`src/rtl/tick_gen_multi_pkg.sv`:
```
// ----------------------------------------------------------------------------
// tick_gen_multi_pkg
//   Shared constants and types for the multi-channel tick generator.
//   Holds the system frequencies, the divisors derived from them and the
//   per-channel reset configuration. Channel 0 is the peripheral enable,
//   channel 1 the RTC (CLINT mtime) enable and channel 2 the UART bit-rate
//   enable.
// ----------------------------------------------------------------------------
package tick_gen_multi_pkg;

   // System frequencies in Hz. The UART ratio cpu/baud = 8680.55 is not an
   // integer; the fractional divisor recovers the remainder.
   localparam int CPU_FREQ   = 868_055_000;
   localparam int PER_FREQ   = 173_611_000;
   localparam int RTC_FREQ   = 868_055;
   localparam int BAUDRATE   = 100_000;

   // Field widths of the default configuration table.
   localparam int CFG_DIV_W  = 16;
   localparam int CFG_FRAC_W = 8;

   // Derived integer divisors.
   localparam int PER_DIV    = CPU_FREQ / PER_FREQ;   // 5
   localparam int RTC_DIV    = CPU_FREQ / RTC_FREQ;   // 1000
   localparam int BAUD_DIV   = CPU_FREQ / BAUDRATE;   // 8680

   // Rounded fractional part of cpu/baud in units of 1/2^CFG_FRAC_W cycle.
   localparam int BAUD_FRAC  =
      ((CPU_FREQ % BAUDRATE) * (1 << CFG_FRAC_W) + BAUDRATE / 2) / BAUDRATE;  // 141

   // Channel roles.
   typedef enum int {
      CH_PER  = 0,
      CH_RTC  = 1,
      CH_BAUD = 2
   } tick_ch_e;

   // One channel configuration: integer divisor plus fractional divisor.
   typedef struct packed {
      logic [CFG_DIV_W-1:0]  div;
      logic [CFG_FRAC_W-1:0] frac;
   } tick_cfg_t;

   localparam int NUM_DEF = 3;

   localparam tick_cfg_t DEF_CFG [NUM_DEF] = '{
      '{div: CFG_DIV_W'(PER_DIV),  frac: '0},
      '{div: CFG_DIV_W'(RTC_DIV),  frac: '0},
      '{div: CFG_DIV_W'(BAUD_DIV), frac: CFG_FRAC_W'(BAUD_FRAC)}
   };

   // Reset divisor of a channel; channels without a table entry divide by 1.
   // The loop keeps every table access in range for any channel number.
   function automatic int def_div(int ch);
      int r = 1;
      for (int i = 0; i < NUM_DEF; i++)
         if (i == ch) r = int'(DEF_CFG[i].div);
      return r;
   endfunction

   // Reset fractional divisor of a channel; 0 for channels without an entry.
   function automatic int def_frac(int ch);
      int r = 0;
      for (int i = 0; i < NUM_DEF; i++)
         if (i == ch) r = int'(DEF_CFG[i].frac);
      return r;
   endfunction

endpackage

```
`src/rtl/tick_gen_multi_if.sv`:
```
// ----------------------------------------------------------------------------
// tick_gen_multi_if
//   Control/status bundle of the tick generator.
//   en_i     per-channel enable
//   sync_i   per-channel phase restart pulse
//   cfg_wen  config write strobe, cfg_ch selects the channel,
//   cfg_div  integer divisor, cfg_frac fractional divisor
//   tick_o   one-cycle tick per channel
//   pend_o   per-channel flag: shadow config not yet applied
//   master: the block driving enables/config; slave: the tick generator.
// ----------------------------------------------------------------------------
interface tick_gen_multi_if #(
   parameter int NCH    = 3,
   parameter int DIV_W  = 16,
   parameter int FRAC_W = 8
);
   localparam int CH_W = (NCH > 1) ? $clog2(NCH) : 1;

   logic [NCH-1:0]    en_i;
   logic [NCH-1:0]    sync_i;
   logic              cfg_wen;
   logic [CH_W-1:0]   cfg_ch;
   logic [DIV_W-1:0]  cfg_div;
   logic [FRAC_W-1:0] cfg_frac;
   logic [NCH-1:0]    tick_o;
   logic [NCH-1:0]    pend_o;

   modport master (
      output en_i, sync_i, cfg_wen, cfg_ch, cfg_div, cfg_frac,
      input  tick_o, pend_o
   );

   modport slave (
      input  en_i, sync_i, cfg_wen, cfg_ch, cfg_div, cfg_frac,
      output tick_o, pend_o
   );

endinterface

```
`src/rtl/tick_gen_multi_chan.sv`:
```
// ----------------------------------------------------------------------------
// tick_chan
//   One tick channel: period counter, fractional phase accumulator and a
//   shadow/active configuration pair.
//   clock, reset   system clock, synchronous active-low reset
//   en_i           channel enable (low: counter/accumulator held at 0)
//   sync_i         phase restart pulse
//   wen_i          config write for this channel, data in div_i/frac_i
//   tick_o         registered one-cycle tick
//   pend_o         shadow config waiting to be applied
//
//   Period length is max(div,1) + carry, where carry is the overflow of the
//   fractional accumulator taken at the tick that opened the period, so the
//   average period is div + frac/2^FRAC_W cycles.
// ----------------------------------------------------------------------------
module tick_chan #(
   parameter int                DIV_W    = 16,
   parameter int                FRAC_W   = 8,
   parameter logic [DIV_W-1:0]  DEF_DIV  = DIV_W'(1),
   parameter logic [FRAC_W-1:0] DEF_FRAC = '0
) (
   input  logic              clock,
   input  logic              reset,
   input  logic              en_i,
   input  logic              sync_i,
   input  logic              wen_i,
   input  logic [DIV_W-1:0]  div_i,
   input  logic [FRAC_W-1:0] frac_i,
   output logic              tick_o,
   output logic              pend_o
);

   logic [DIV_W-1:0]  cnt;
   logic [FRAC_W-1:0] acc;
   logic              carry;
   logic              tick_q;
   logic              pend;
   logic [DIV_W-1:0]  act_div,  shd_div;
   logic [FRAC_W-1:0] act_frac, shd_frac;

   logic [DIV_W-1:0]  div_min;
   logic [DIV_W:0]    last;
   logic              restart;
   logic              tick_now;
   logic              apply;
   logic [FRAC_W-1:0] eff_frac;
   logic [FRAC_W:0]   acc_sum;

   always_comb begin
      restart  = ~en_i | sync_i;
      div_min  = (act_div == '0) ? DIV_W'(1) : act_div;
      // One extra bit: div = 2^DIV_W-1 plus a carry gives a full 2^DIV_W period.
      last     = {1'b0, div_min} - (DIV_W+1)'(1) + (DIV_W+1)'(carry);
      tick_now = ~restart & ({1'b0, cnt} == last);
      // A write landing on the tick cycle keeps the old config for this tick
      // and waits in the shadow for the next one (the newest write wins).
      apply    = pend & (restart | (tick_now & ~wen_i));
      // The carry for the next period is taken with the config that will be
      // active for that period.
      eff_frac = apply ? shd_frac : act_frac;
      acc_sum  = {1'b0, acc} + {1'b0, eff_frac};
   end

   always_ff @(posedge clock) begin
      if (!reset) begin
         cnt      <= '0;
         acc      <= '0;
         carry    <= 1'b0;
         tick_q   <= 1'b0;
         pend     <= 1'b0;
         act_div  <= DEF_DIV;
         act_frac <= DEF_FRAC;
         shd_div  <= DEF_DIV;
         shd_frac <= DEF_FRAC;
      end else begin
         tick_q <= tick_now;

         // Phase: restart clears everything, a tick closes the period.
         if (restart) begin
            cnt   <= '0;
            acc   <= '0;
            carry <= 1'b0;
         end else if (tick_now) begin
            cnt   <= '0;
            acc   <= acc_sum[FRAC_W-1:0];
            carry <= acc_sum[FRAC_W];
         end else begin
            cnt   <= cnt + DIV_W'(1);
         end

         // Config: active only changes at a period boundary, so no period is
         // ever cut short or stretched by a write.
         if (wen_i) begin
            shd_div  <= div_i;
            shd_frac <= frac_i;
         end
         if (wen_i && restart) begin
            act_div  <= div_i;
            act_frac <= frac_i;
            pend     <= 1'b0;
         end else if (wen_i) begin
            pend     <= 1'b1;
         end else if (apply) begin
            act_div  <= shd_div;
            act_frac <= shd_frac;
            pend     <= 1'b0;
         end
      end
   end

   assign tick_o = tick_q;
   assign pend_o = pend;

endmodule

```
`src/rtl/tick_gen_multi.sv`:
```
// ----------------------------------------------------------------------------
// tick_gen_multi
//   Multi-channel tick generator. Produces one-cycle clock-enable pulses for
//   the peripheral, RTC and UART bit-rate domains from the cpu clock, with
//   runtime-programmable integer + fractional divisors.
//   clock   system clock
//   reset   synchronous active-low reset
//   bus     tick_gen_multi_if.slave: en_i, sync_i, cfg_* in; tick_o, pend_o out
//   The top only decodes the config write to its channel; each channel is
//   an independent tick_chan.
// ----------------------------------------------------------------------------
module tick_gen_multi
   import tick_gen_multi_pkg::*;
#(
   parameter int NCH    = 3,
   parameter int DIV_W  = 16,
   parameter int FRAC_W = 8
) (
   input  logic              clock,
   input  logic              reset,
   tick_gen_multi_if.slave   bus
);

   localparam int CH_W = (NCH > 1) ? $clog2(NCH) : 1;

   logic [NCH-1:0] wen_ch;
   logic [NCH-1:0] tick;
   logic [NCH-1:0] pend;

   for (genvar g = 0; g < NCH; g++) begin : g_ch
      assign wen_ch[g] = bus.cfg_wen & (bus.cfg_ch == CH_W'(g));

      tick_chan #(
         .DIV_W    (DIV_W),
         .FRAC_W   (FRAC_W),
         .DEF_DIV  (DIV_W'(def_div(g))),
         .DEF_FRAC (FRAC_W'(def_frac(g)))
      ) u_chan (
         .clock  (clock),
         .reset  (reset),
         .en_i   (bus.en_i[g]),
         .sync_i (bus.sync_i[g]),
         .wen_i  (wen_ch[g]),
         .div_i  (bus.cfg_div),
         .frac_i (bus.cfg_frac),
         .tick_o (tick[g]),
         .pend_o (pend[g])
      );
   end

   assign bus.tick_o = tick;
   assign bus.pend_o = pend;

endmodule

```
`src/flat_wrapper.sv`:
```
// flat-port wrapper written by rule: the top's interface ports become plain ports
module tick_gen_multi_flat import tick_gen_multi_pkg::*;
#(
   parameter int NCH    = 3,
   parameter int DIV_W  = 16,
   parameter int FRAC_W = 8
)
  (clock, reset, bus_en_i, bus_sync_i, bus_cfg_wen, bus_cfg_ch, bus_cfg_div, bus_cfg_frac, bus_tick_o, bus_pend_o);
  tick_gen_multi_if #(.NCH(NCH), .DIV_W(DIV_W), .FRAC_W(FRAC_W)) bus_i ();
  input  logic clock;
  input  logic reset;
  input wire logic [$bits(bus_i.en_i)-1:0] bus_en_i;
  input wire logic [$bits(bus_i.sync_i)-1:0] bus_sync_i;
  input wire logic [$bits(bus_i.cfg_wen)-1:0] bus_cfg_wen;
  input wire logic [$bits(bus_i.cfg_ch)-1:0] bus_cfg_ch;
  input wire logic [$bits(bus_i.cfg_div)-1:0] bus_cfg_div;
  input wire logic [$bits(bus_i.cfg_frac)-1:0] bus_cfg_frac;
  output wire logic [$bits(bus_i.tick_o)-1:0] bus_tick_o;
  output wire logic [$bits(bus_i.pend_o)-1:0] bus_pend_o;
  assign bus_i.en_i = bus_en_i;
  assign bus_i.sync_i = bus_sync_i;
  assign bus_i.cfg_wen = bus_cfg_wen;
  assign bus_i.cfg_ch = bus_cfg_ch;
  assign bus_i.cfg_div = bus_cfg_div;
  assign bus_i.cfg_frac = bus_cfg_frac;
  assign bus_tick_o = bus_i.tick_o;
  assign bus_pend_o = bus_i.pend_o;
  tick_gen_multi #(.NCH(NCH), .DIV_W(DIV_W), .FRAC_W(FRAC_W)) u_core (.clock(clock), .reset(reset), .bus(bus_i));
endmodule
```
`config.mk`:
```
export PLATFORM = sky130hd
export DESIGN_NAME = tick_gen_multi_flat
export DESIGN_NICKNAME = d
export VERILOG_FILES = /design/src/rtl/tick_gen_multi_pkg.sv /design/src/rtl/tick_gen_multi_if.sv /design/src/rtl/tick_gen_multi_chan.sv /design/src/rtl/tick_gen_multi.sv /design/src/flat_wrapper.sv
export SDC_FILE = /design/constraint.sdc
export NUM_CORES = 1
export LEC_CHECK = 0
export ABC_AREA = 1
export CAP_MARGIN = 10
export CORE_MARGIN = 2
export CORE_UTILIZATION = 55
export CTS_BUF_LIST = sky130_fd_sc_hd__clkbuf_4 sky130_fd_sc_hd__clkbuf_8
export DETAILED_ROUTE_END_ITERATION = 10
export PLACE_DENSITY = 0.84
export SYNTH_ARGS = -nofsm -noshare
export SYNTH_HDL_FRONTEND = slang
export SYNTH_SLANG_ARGS = --single-unit
```
`constraint.sdc`:
```
create_clock -name clock -period 5.1 [get_ports clock]
set_input_delay 1.02 -clock clock [delete_from_list [all_inputs] [get_ports clock]]
set_output_delay 1.02 -clock clock [all_outputs]
set_load 0.1 [all_outputs]
```
Fig. 1: run 1, I/O pins on the die edge
Scale: 2 px per um. Pins as bars across the die edge, other pins in grey.
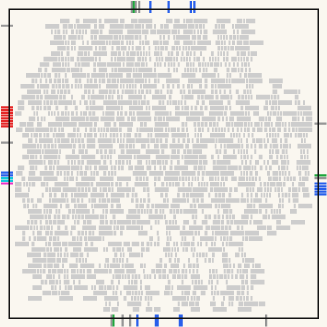
| colour | port | pins | direction | edge |
|---|---|---|---|---|
| magenta | bus_cfg_wen | 1 | input | west |
| red | bus_cfg_frac | 8 | input | west |
| blue | bus_cfg_div | 16 | input | 5 east, 5 south, 4 north, 2 west |
| cyan | bus_cfg_ch | 2 | input | west |
| green | bus_sync_i | 3 | input | 1 south, 1 north, 1 east |
all pins by edge: 15 west, 10 south, 8 east, 8 north

Fig. 2: run 1, local utilization
Scale: 2 px per um. 15 x 15 tiles, from black (low) to pale yellow (high), 0 to 100% covered.
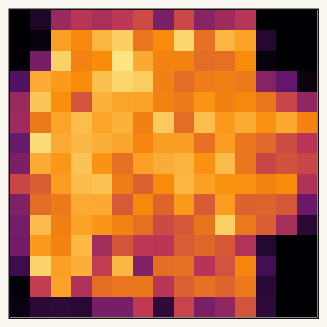
nearly empty tiles: 8.9%
emptiest ninth of the die: south-east
fullest tile: 94%

==> flow_summary.json, run 1 <==
{
  "holdCritStartpoint": "u_core.g_ch[2].u_chan.acc[7]",
  "crit_buf_inv": 3,
  "cp.required_ns": 5.54,
  "wl_met3_mm": 1.622,
  "setup_tns_ns": 0,
  "top_regs": "u_core.g_ch.u_chan.act_div: 48 flops, u_core.g_ch.u_chan.cnt: 48 flops, u_core.g_ch.u_chan.shd_div: 48 flops",
  "fmax_mhz": 212.0,
  "met3_usage": 0.03946,
  "overflow": 0,
  "buffers_excl_clock": 59,
  "ff_latch_area_um2": 4516,
  "netlist_area_um2": 12330,
  "area_growth_pct": 12.17,
  "r2r_start": "u_core.g_ch[0].u_chan.act_div[9]",
  "clk_share": 0.06178,
  "slew_viol_final": 0,
  "final_cells": 2140,
  "synthTopCellsByCount": "nand2_1 (375), dfxtp_1 (225), nor2_1 (213)",
  "n_clock_buffer": 66,
  "ir_drop_uv": 245.1,
  "p_per_area_nw_per_um2": 304.7,
  "busiest_layer": "met2",
  "fin_crit_sh": 0.9249,
  "buffer_area_frac": 0.03890,
  "drt_pass1_iterations": 5,
  "final_util": 0.6319,
  "crit_cells": 30,
  "switchingPower_w": 0.001139,
  "ff2ff_path_depth": 30,
  "synthesis.instances": 1800,
  "avgViaCountPerCell": 5.393,
  "ys_seq_elements": 225,
  "whs_ns": 0.4555,
  "async_reset_ff_frac": 0,
  "finClkSkew_ns": 0.03431,
  "critPathMaxStageDelay_ns": 0.40,
  "use_met1": 0.3321,
  "yosys_cells": 1800,
  "layout_setup_ws_ns": 0.3832,
  "syn-mean-instance-area_um2": 6.851,
  "fin_area_um2": 13830,
  "clk_path_buf_depth": 3,
  "min_to": "u_core.g_ch[2].u_chan.acc[7]",
  "path_class": "reg2reg",
  "p_clk_frac": 0.422,
  "hpwl_mm": 21.50,
  "row_count": 54,
  "cts_root_buf": "clkbuf_8",
  "most_common_cell": "nand2_1",
  "portBuffers": 40,
  "ys_sh_aoi": 0.1468,
  "critical_path.max_fanout": 6,
  "fill_cells": 1964,
  "total_power_w": 0.004215,
  "maxSlewHeadroom": 0.3300,
  "logic_area_um2": 6759,
  "status": "finished clean",
  "gp_congestion": 0.9059,
  "core_util_floorplan": 0.5633
}
Fig. 3: run 1, signal wires by layer
Scale: 2 px per um.
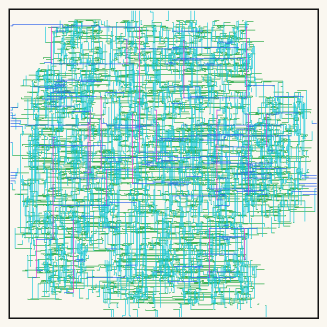
| colour | layer | wire length |
|---|---|---|
| green | M1 | 13600 um |
| blue | M3 | 1620 um |
| magenta | M4 | 582 um |
| cyan | M2 | 14000 um |
Routed WL per cell: 13.92 um
total number of vias: 11540
GRT Resource Usage Total: 0.2471
final WL: 29.80 mm

Fig. 4: run 1, clock routing
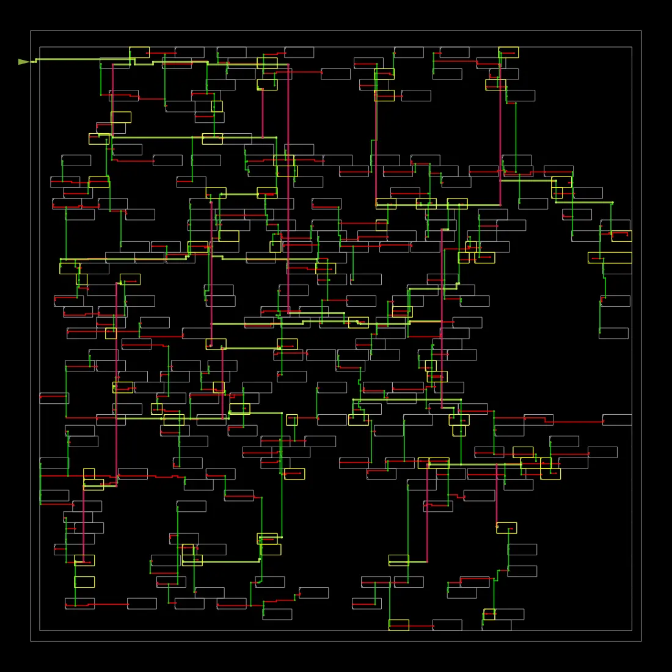

==> inputs of run 2 (changes only) <==
Settings changed: SKIP_LAST_GASP from default to 1.
Clock period 5.1 ns to 4.5 ns, I/O delays scaled along.
Fig. 5: run 2, clock routing
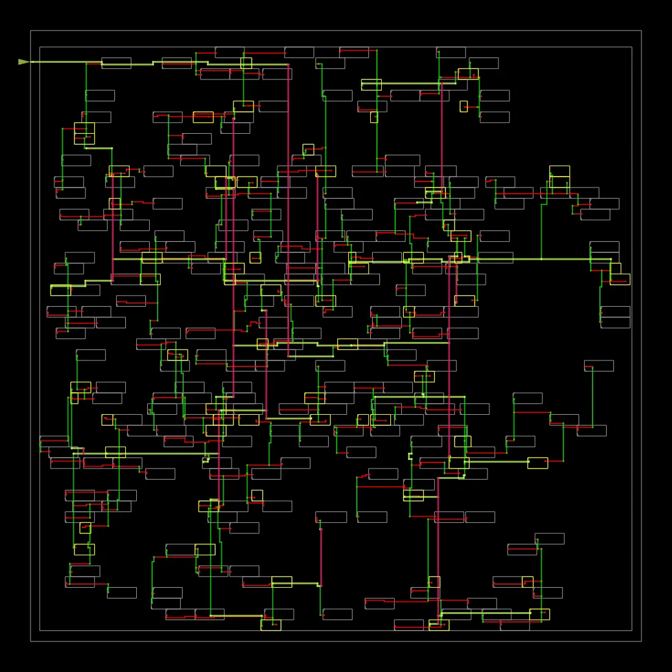
CTS Buf Count: 39
clock sink count: 225

Fig. 6: run 2, local utilization
Scale: 2 px per um. 15 x 15 tiles, from black (low) to pale yellow (high), 0 to 100% covered.
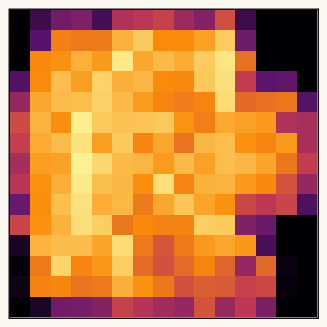
starting density of the core: 0.5633
post-layout util: 0.6695
core box area: 21890 um^2

==> flow_summary.json, run 2 <==
{
  "most_common_cell": "nand2_1",
  "holdCritStartpoint": "u_core.g_ch[0].u_chan.shd_frac[5]",
  "hold_viol": 0,
  "crit_buf_inv": 4,
  "fp_nets": 1871,
  "num_antenna_cells": 0,
  "cp.required_ns": 4.95,
  "dr_total_vias": 12060,
  "layout_setup_ws_ns": -0.1439,
  "avgViaCountPerCell": 5.466,
  "fmax_mhz": 215.3,
  "clk_share": 0.05430,
  "yosys_cells": 1800,
  "mux_share": 0,
  "violations": "setup timing",
  "cp-start-kind": "flip-flop",
  "finClkSkew_ns": 0.03384,
  "p_clk_frac": 0.402,
  "netlist_area_um2": 12330,
  "power_frac_comb": 0.154,
  "buffer_area_frac": 0.07129,
  "top_layer_used": "met4",
  "busiest_layer": "met2",
  "clk_pin_slew_ns": 0.06,
  "syn-mean-instance-area_um2": 6.851,
  "whs_ns": 0.4549,
  "flops": 225,
  "critical_path.max_fanout": 4,
  "total_power_w": 0.004786,
  "nMultiInputCombCells": 1291,
  "min_to": "u_core.g_ch[0].u_chan.shd_frac[5]",
  "lay_top_cells": "nand2_1 (362), dfxtp_1 (214), inv_1 (203)",
  "drt_pass1_iterations": 5,
  "n_clock_buffer": 60,
  "ff_latch_area_um2": 4526,
  "synthesis.instances": 1800,
  "ir_drop_uv": 227.8,
  "final_cells": 2206,
  "fin_crit_sh": 1.032,
  "top_regs": "u_core.g_ch.u_chan.act_div: 48 flops, u_core.g_ch.u_chan.cnt: 48 flops, u_core.g_ch.u_chan.shd_div: 48 flops",
  "cts_root_buf": "clkbuf_8",
  "tightest_slew_ns": 0.9689,
  "top_area_cell": "dfxtp_1",
  "ff2ff_path_depth": 32,
  "wl_met3_mm": 2.045,
  "gp_congestion": 0.9170,
  "maxSlewHeadroom": 0.3520,
  "synth-edff-count": 0,
  "synthTopCellsByCount": "nand2_1 (375), dfxtp_1 (225), nor2_1 (213)",
  "crit_start": "u_core.g_ch[0].u_chan.act_div[11]",
  "clock_net_power_w": 0.00192,
  "buffers_excl_clock": 125,
  "swShare": 0.2856,
  "wire_per_inst_um": 14.71,
  "met3_usage": 0.03664,
  "top_area_frac": 0.3653,
  "path_class": "reg2reg",
  "yosysChipArea_um2": 12330,
  "status": "finished with violations",
  "slew_viol_final": 0,
  "cap_violations": 0,
  "p_leak_nw": 6.308,
  "crit_top_cell": "nor2_1",
  "wl_met1_mm": 14.26,
  "critPathMaxStageDelay_ns": 0.37,
  "grt_util_all_layers": 0.2578,
  "crit_arrival_ns": 5.09,
  "switchingPower_w": 0.001367,
  "overflow": 0,
  "async_reset_ff_frac": 0,
  "powerComb_w": 0.000737,
  "use_met1": 0.3518,
  "fill_cells": 1799,
  "area_growth_pct": 18.84,
  "warning_count": 28,
  "routed_wl_mm": 32.45,
  "post-cts-setup-buffer-count": 3,
  "crit_cells": 32,
  "p_per_area_nw_per_um2": 326.6,
  "portBuffers": 40,
  "clk_path_buf_depth": 3,
  "setup_tns_ns": -0.1439,
  "logic_area_um2": 7124,
  "largestClassByArea": "multi-input combinational cells",
  "ys_seq_elements": 225,
  "die_area_um2": 23640,
  "setup_viol": 1,
  "ys_sh_aoi": 0.1468,
  "hpwl_mm": 22.26,
  "r2r_start": "u_core.g_ch[0].u_chan.act_div[11]"
}
Fig. 7: run 2, cells coloured by class
Scale: 2 px per um.
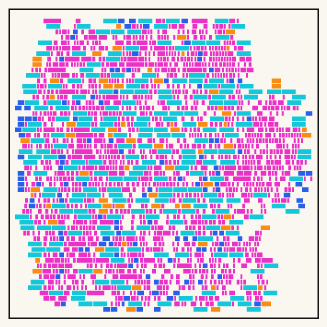
| colour | class | cells | share of their area |
|---|---|---|---|
| cyan | sequential cells | 225 | 32% |
| blue | remaining buffers and delay cells | 125 | 7.3% |
| magenta | remaining logic cells | 1508 | 55% |
| orange | clock drivers and dummy loads | 68 | 5.6% |
site row count: 54
sequential portion of the cell area: 0.3088
design area: 14660 um^2

Fig. 8: run 2, I/O pins on the die edge
Scale: 2 px per um. Pins as bars across the die edge, other pins in grey.
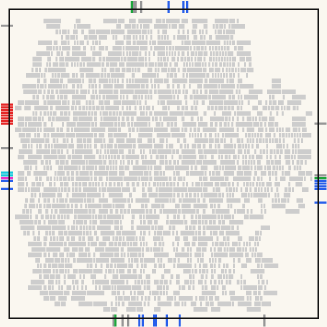

==> inputs of run 3 (changes only) <==
Settings changed: CORE_UTILIZATION 55 to 30, PLACE_DENSITY 0.84 to 0.56, SKIP_LAST_GASP 1 to default.
Fig. 9: run 3, I/O pins on the die edge
Scale: 2 px per um. Pins as bars across the die edge, other pins in grey.
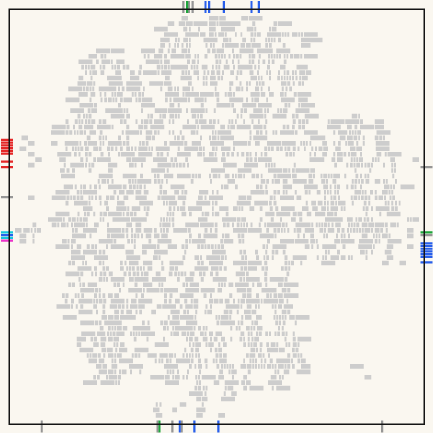
width of the die: 206.7 um
Port-buffer cells: 40
height of the die: 206.7 um

Fig. 10: run 3, signal wires by layer
Scale: 1.5 px per um.
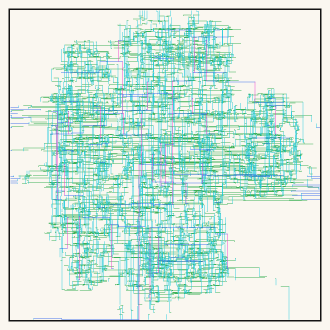
Routed WL per cell: 13.37 um
GRT Resource Usage Total: 0.1533

==> flow_summary.json, run 3 <==
{
  "crit_start": "u_core.g_ch[0].u_chan.act_div[11]",
  "most_common_cell": "nand2_1",
  "syn-mean-instance-area_um2": 6.851,
  "holdCritStartpoint": "u_core.g_ch[2].u_chan.acc[7]",
  "hpwl_mm": 23.93,
  "fin_crit_sh": 0.9746,
  "clock_sinks": 225,
  "status": "finished clean",
  "r2r_start": "u_core.g_ch[0].u_chan.act_div[11]",
  "ir_drop_uv": 159.0,
  "netlist_area_um2": 12330,
  "routed_wl_mm": 32.89,
  "powerComb_w": 0.000736,
  "p_per_area_nw_per_um2": 332.4,
  "use_met1": 0.2044,
  "async_reset_ff_frac": 0,
  "ff2ff_path_depth": 32,
  "clock_net_power_w": 0.00212,
  "top_area_cell": "dfxtp_1",
  "setup_tns_ns": 0,
  "wl_met3_mm": 1.215,
  "slew_viol_final": 0,
  "crit_top_cell": "nand2_1",
  "wl_met1_mm": 16.09,
  "avgViaCountPerCell": 4.694,
  "top_regs": "u_core.g_ch.u_chan.act_div: 48 flops, u_core.g_ch.u_chan.cnt: 48 flops, u_core.g_ch.u_chan.shd_div: 48 flops",
  "num_antenna_cells": 0,
  "fill_cells": 4335,
  "top_layer_used": "met4",
  "logic_area_um2": 7056,
  "crit_arrival_ns": 4.81,
  "top_area_frac": 0.3653,
  "path_class": "reg2reg",
  "warning_count": 28,
  "cp-start-kind": "flip-flop",
  "final_cells": 2461,
  "fp_nets": 1871,
  "ys_seq_elements": 225,
  "cp.required_ns": 4.92,
  "mux_share": 0,
  "flops": 225,
  "setup_viol": 0,
  "cts-buffers-inserted": 42,
  "synth-edff-count": 0,
  "row_count": 74,
  "yosys_cells": 1800,
  "met3_usage": 0.02653,
  "buffer_area_frac": 0.06920,
  "clk_share": 0.05917,
  "crit_buf_inv": 4,
  "lay_top_cells": "nand2_1 (364), dfxtp_1 (218), inv_1 (203)"
}
Fig. 11: run 3, cells coloured by class
Scale: 1.5 px per um.
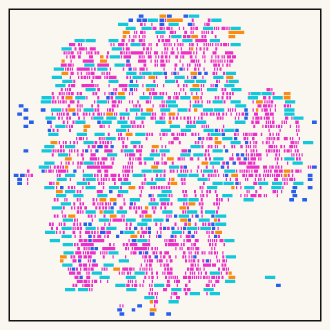
| colour | class | cells | share of their area |
|---|---|---|---|
| magenta | remaining logic cells | 1507 | 55% |
| orange | clock drivers and dummy loads | 73 | 6.2% |
| blue | remaining buffers and delay cells | 124 | 7.2% |
| cyan | sequential cells | 225 | 32% |
post-layout util: 0.3675
design area: 14970 um^2
core box area: 40740 um^2

